$ cat config.mk
export PLATFORM = sky130hd
export DESIGN_NAME = icache_dm
export DESIGN_NICKNAME = d
export VERILOG_FILES = /design/src/rtl/icache_dm.sv
export SDC_FILE = /design/constraint.sdc
export NUM_CORES = 2
export LEC_CHECK = 0
export CAP_MARGIN = 20
export CORE_MARGIN = 2
export CORE_UTILIZATION = 30
export CTS_CLUSTER_SIZE = 24
export DETAILED_ROUTE_END_ITERATION = 7
export PLACE_DENSITY = 0.45
export REMOVE_ABC_BUFFERS = 1
export SYNTH_ARGS = -nofsm -noshare
export SYNTH_HDL_FRONTEND = slang
export SYNTH_SLANG_ARGS = --single-unit
$ cat constraint.sdc
create_clock -name clk -period 15.2 [get_ports clk]
set_input_delay 2.28 -clock clk [delete_from_list [all_inputs] [get_ports clk]]
set_output_delay 2.28 -clock clk [all_outputs]
set_load 0.02 [all_outputs]
$ cat src/rtl/icache_dm.sv
// Direct-mapped, one-word-per-line instruction cache with a req/ack refill FSM to a slow ROM.
// Define ICACHE_STAT_EN to add hit/miss counters (hit_cnt, miss_cnt).
module icache_dm #(
    parameter int unsigned INDEX_W = 6
) (
    input  logic        clk,
    input  logic        rst,
    input  logic        ce,
    input  logic [31:0] pc_addr,
    input  logic        flush,
    output logic [31:0] instr_o,
    output logic        stall_req,
    output logic        rom_req,
    output logic [31:0] rom_addr,
    input  logic        rom_ack,
    input  logic [31:0] rom_data
`ifdef ICACHE_STAT_EN
    ,
    output logic [31:0] hit_cnt,
    output logic [31:0] miss_cnt
`endif
);

    localparam int unsigned TAG_W = 30 - INDEX_W;
    localparam int unsigned Lines = 2 ** INDEX_W;

    typedef enum logic {StIdle, StReq} state_e;

    state_e             state_q, state_d;
    logic [Lines-1:0]   valid_q;
    logic [TAG_W-1:0]   tag_arr [Lines];
    logic [31:0]        data_arr [Lines];
    logic [31:0]        rom_addr_q;
    logic               flush_pending_q;

    logic [INDEX_W-1:0] idx, fill_idx;
    logic [TAG_W-1:0]   tag, fill_tag;
    logic               hit, miss_start, fill;
    logic               unused_pc_lsb;

    assign idx           = pc_addr[INDEX_W+1:2];
    assign tag           = pc_addr[31:INDEX_W+2];
    // The latched refill address doubles as the miss index/tag.
    assign fill_idx      = rom_addr_q[INDEX_W+1:2];
    assign fill_tag      = rom_addr_q[31:INDEX_W+2];
    assign unused_pc_lsb = ^pc_addr[1:0];

    assign hit        = ce & valid_q[idx] & (tag_arr[idx] == tag);
    assign miss_start = (state_q == StIdle) & ce & ~hit;
    assign fill       = (state_q == StReq) & rom_ack;

    always_comb begin
        state_d   = state_q;
        instr_o   = '0;
        stall_req = 1'b0;
        rom_req   = 1'b0;
        rom_addr  = rst ? '0 : rom_addr_q;
        if (!rst) begin
            unique case (state_q)
                StIdle: begin
                    if (hit) begin
                        instr_o = data_arr[idx];
                    end else if (ce) begin
                        stall_req = 1'b1;
                        state_d   = StReq;
                    end
                end
                StReq: begin
                    rom_req   = 1'b1;
                    stall_req = 1'b1;
                    if (rom_ack) begin
                        state_d = StIdle;
                    end
                end
                default: state_d = StIdle;
            endcase
        end
    end

    always_ff @(posedge clk) begin
        if (rst) begin
            state_q         <= StIdle;
            valid_q         <= '0;
            rom_addr_q      <= '0;
            flush_pending_q <= 1'b0;
        end else begin
            state_q <= state_d;
            if (miss_start) begin
                rom_addr_q <= {pc_addr[31:2], 2'b00};
            end
            if (state_q == StReq) begin
                flush_pending_q <= rom_ack ? 1'b0 : (flush_pending_q | flush);
            end else begin
                flush_pending_q <= 1'b0;
            end
            if (fill && !flush_pending_q) begin
                valid_q[fill_idx] <= 1'b1;
            end
            // Flush overrides a same-cycle refill so the line ends invalid.
            if (flush) begin
                valid_q <= '0;
            end
        end
    end

    always_ff @(posedge clk) begin
        if (fill && !rst) begin
            data_arr[fill_idx] <= rom_data;
            tag_arr[fill_idx]  <= fill_tag;
        end
    end

`ifdef ICACHE_STAT_EN
    logic [31:0] hit_cnt_q, miss_cnt_q;

    always_ff @(posedge clk) begin
        if (rst) begin
            hit_cnt_q  <= '0;
            miss_cnt_q <= '0;
        end else begin
            if ((state_q == StIdle) && hit) begin
                hit_cnt_q <= hit_cnt_q + 32'd1;
            end
            if (miss_start) begin
                miss_cnt_q <= miss_cnt_q + 32'd1;
            end
        end
    end

    assign hit_cnt  = hit_cnt_q;
    assign miss_cnt = miss_cnt_q;
`endif

endmodule

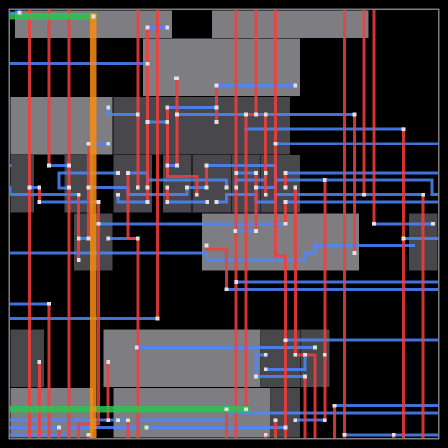
(zoomed window)
Region (509, 509) to (529, 529) um. Cells in gray, sequential cells in the stronger gray; small squares are vias.
- orange: met4
- blue: met1
- green: met3
- red: met2
- netlist names of flops here include: `valid_q` (6)
- sequential cells in the window: 6
- cells with their middle in the window: 18
- most frequent: nor2_1 (6), dfxtp_1 (6), a21oi_1 (5)

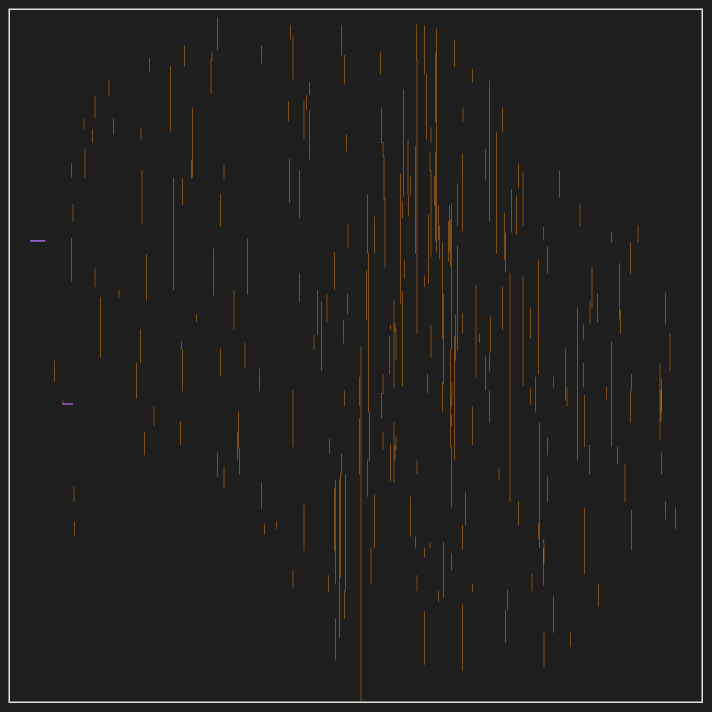
(routed metal, one color a layer)
(1 px per um) Two of the layers only.
- purple: met5 (wire length 23.0 um)
- orange: met4 (wire length 10800 um)
via count: 71000
Routed Wire Length: 468000 um
DR WL/cell: 35.0 um
gr usage total: 0.191

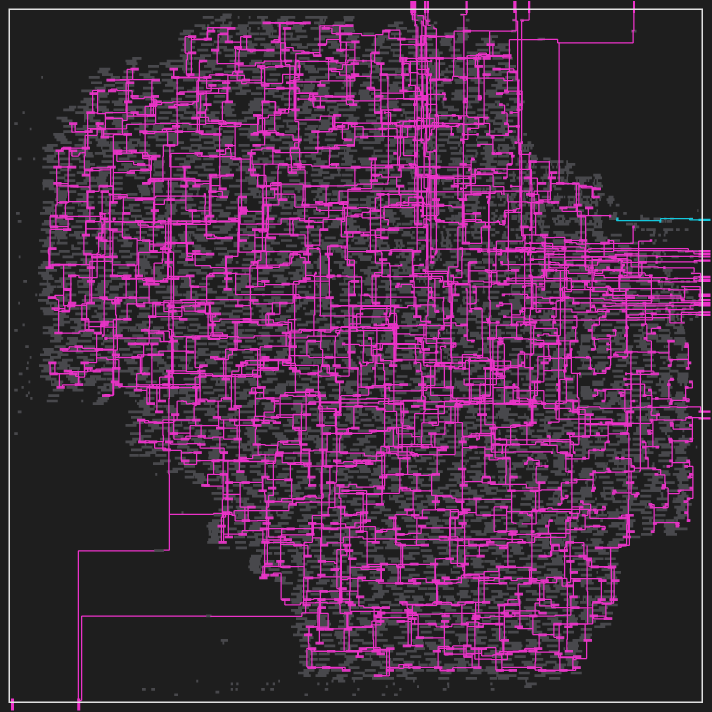
(wires at chosen ports, followed through buffers)
(1 px per um)
- cyan: `flush` (bits 1; direction input; end cells 2; buffers 1; wire 93.0 um)
- magenta: `pc_addr` (bits 32; direction input; end cells 1483; buffers 72; wire 56.2 mm)
IO Pins: 135
Port Buffers: 130

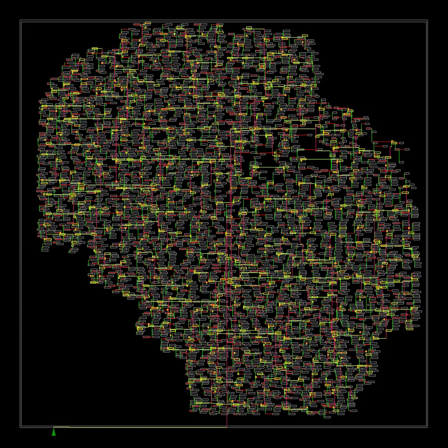
(clock wiring as the flow saved it)
Flop Count: 3680
clock sinks: 3680
Clock Latency Late Sink: 0.96 ns

==> impl_metrics.toml <==
# physical design summary
[clock_tree]
cts_tree = "built"
htree_levels = 5
cts_root_buf = "clkbuf_16"
cts_hold_buf = 0

[synth]
top_cells_by_count = "3584 x edfxtp_1, 924 x mux4_2, 330 x mux2i_1"
synth-warning-count = 0
synth-area-yosys_um2 = 142000
yosysTopAreaCellShare = 0.759
ys_top_cells_by_area = "edfxtp_1 76%, mux4_2 15%, mux2i_1 2.3%, dfxtp_1 1.4%, a22oi_1 0.73%"
syn_inst = 6358

[final_timing]
hold_viol = 0
fmax_mhz = 88.6
fin_setup_tns_ns = 0
setup_ws_ns = 3.91

[global_routing]
grt_antenna_before_repair = 37

[route]
drt-vias-per-instance = 5.32

[cells_and_area]
dominant-cell-class = "sequential cells"
sh_comb_area = 0.188
inv_count = 15
top_regs = "data_arr: 2048 flops, tag_arr: 1536 flops, valid_q: 64 flops"
logic_gates = 2304
largest_reg_flops = 2048
syn_to_final_growth_pct = 16.0
finalInstanceArea_um2 = 165000

[outcome]
status = "complete, no violations"

[critical_path]
critPathMaxFanout = 50
r2r-start = "state_q"

[pwr]
p_leak_nw = 51.9

[floorplanning]
rows = 252
core_um2 = 471000
-- how the worst max path moves through the flow --
stage                           from     endpoint  slack, ns  cells after the start
after floorplan           pc_addr[6]    stall_req      0.006                      8
after detailed placement  pc_addr[4]   instr_o[4]       3.89                     13
after CTS                 pc_addr[4]   instr_o[4]       3.88                     13
final                     pc_addr[4]   instr_o[4]       3.91                     13
after global routing      pc_addr[4]   instr_o[4]       3.74                     13
after global placement    pc_addr[4]  instr_o[12]       3.79                     13
-- per-layer routing --
metal | vias to the layer above | GRT usage | wire length [um]
met5 | - | 0 | 23
met4 | 4 | 0.0424 | 10800
met1 | 39800 | 0.269 | 202000
met2 | 2752 | 0.312 | 224000
li1 | 27900 | - | -
met3 | 580 | 0.0290 | 30200
-- cell families (layout without fill, tap and decap cells) --
family                 after synthesis  after routing  synth area share
AND-OR/OR-AND                      412            412            0.0197
AND/OR/NAND/NOR                    590            590            0.0206
flip-flops                        3680           3680             0.772
buffers and inverters              375           1138            0.0134
multiplexers                      1274           1274             0.172
other                                1              9         0.0000264
XOR/XNOR                            26             26           0.00161
-- critical path: cells and delay by family --
kind            cells  cell delay, ns
buf+inv             5            3.04
compound gates      2            1.27
simple gates        3            1.03
mux                 2            0.96
xor+xnor            1            0.15
-- cell usage in the layout (no fill, tap or decap), types with 91 or more instances in the layout --
cell type / synthesis / routed
a21oi_1: 99 / 99
clkbuf_1: 157 / 122
mux4_2: 924 / 924
clkinv_1: 3 / 93
clkbuf_16: 0 / 410
nor2_1: 174 / 107
clkdlybuf4s50_1: 0 / 91
buf_4: 24 / 221
a22oi_1: 138 / 138
nand2_1: 103 / 103
edfxtp_1: 3584 / 3584
mux2i_1: 330 / 330
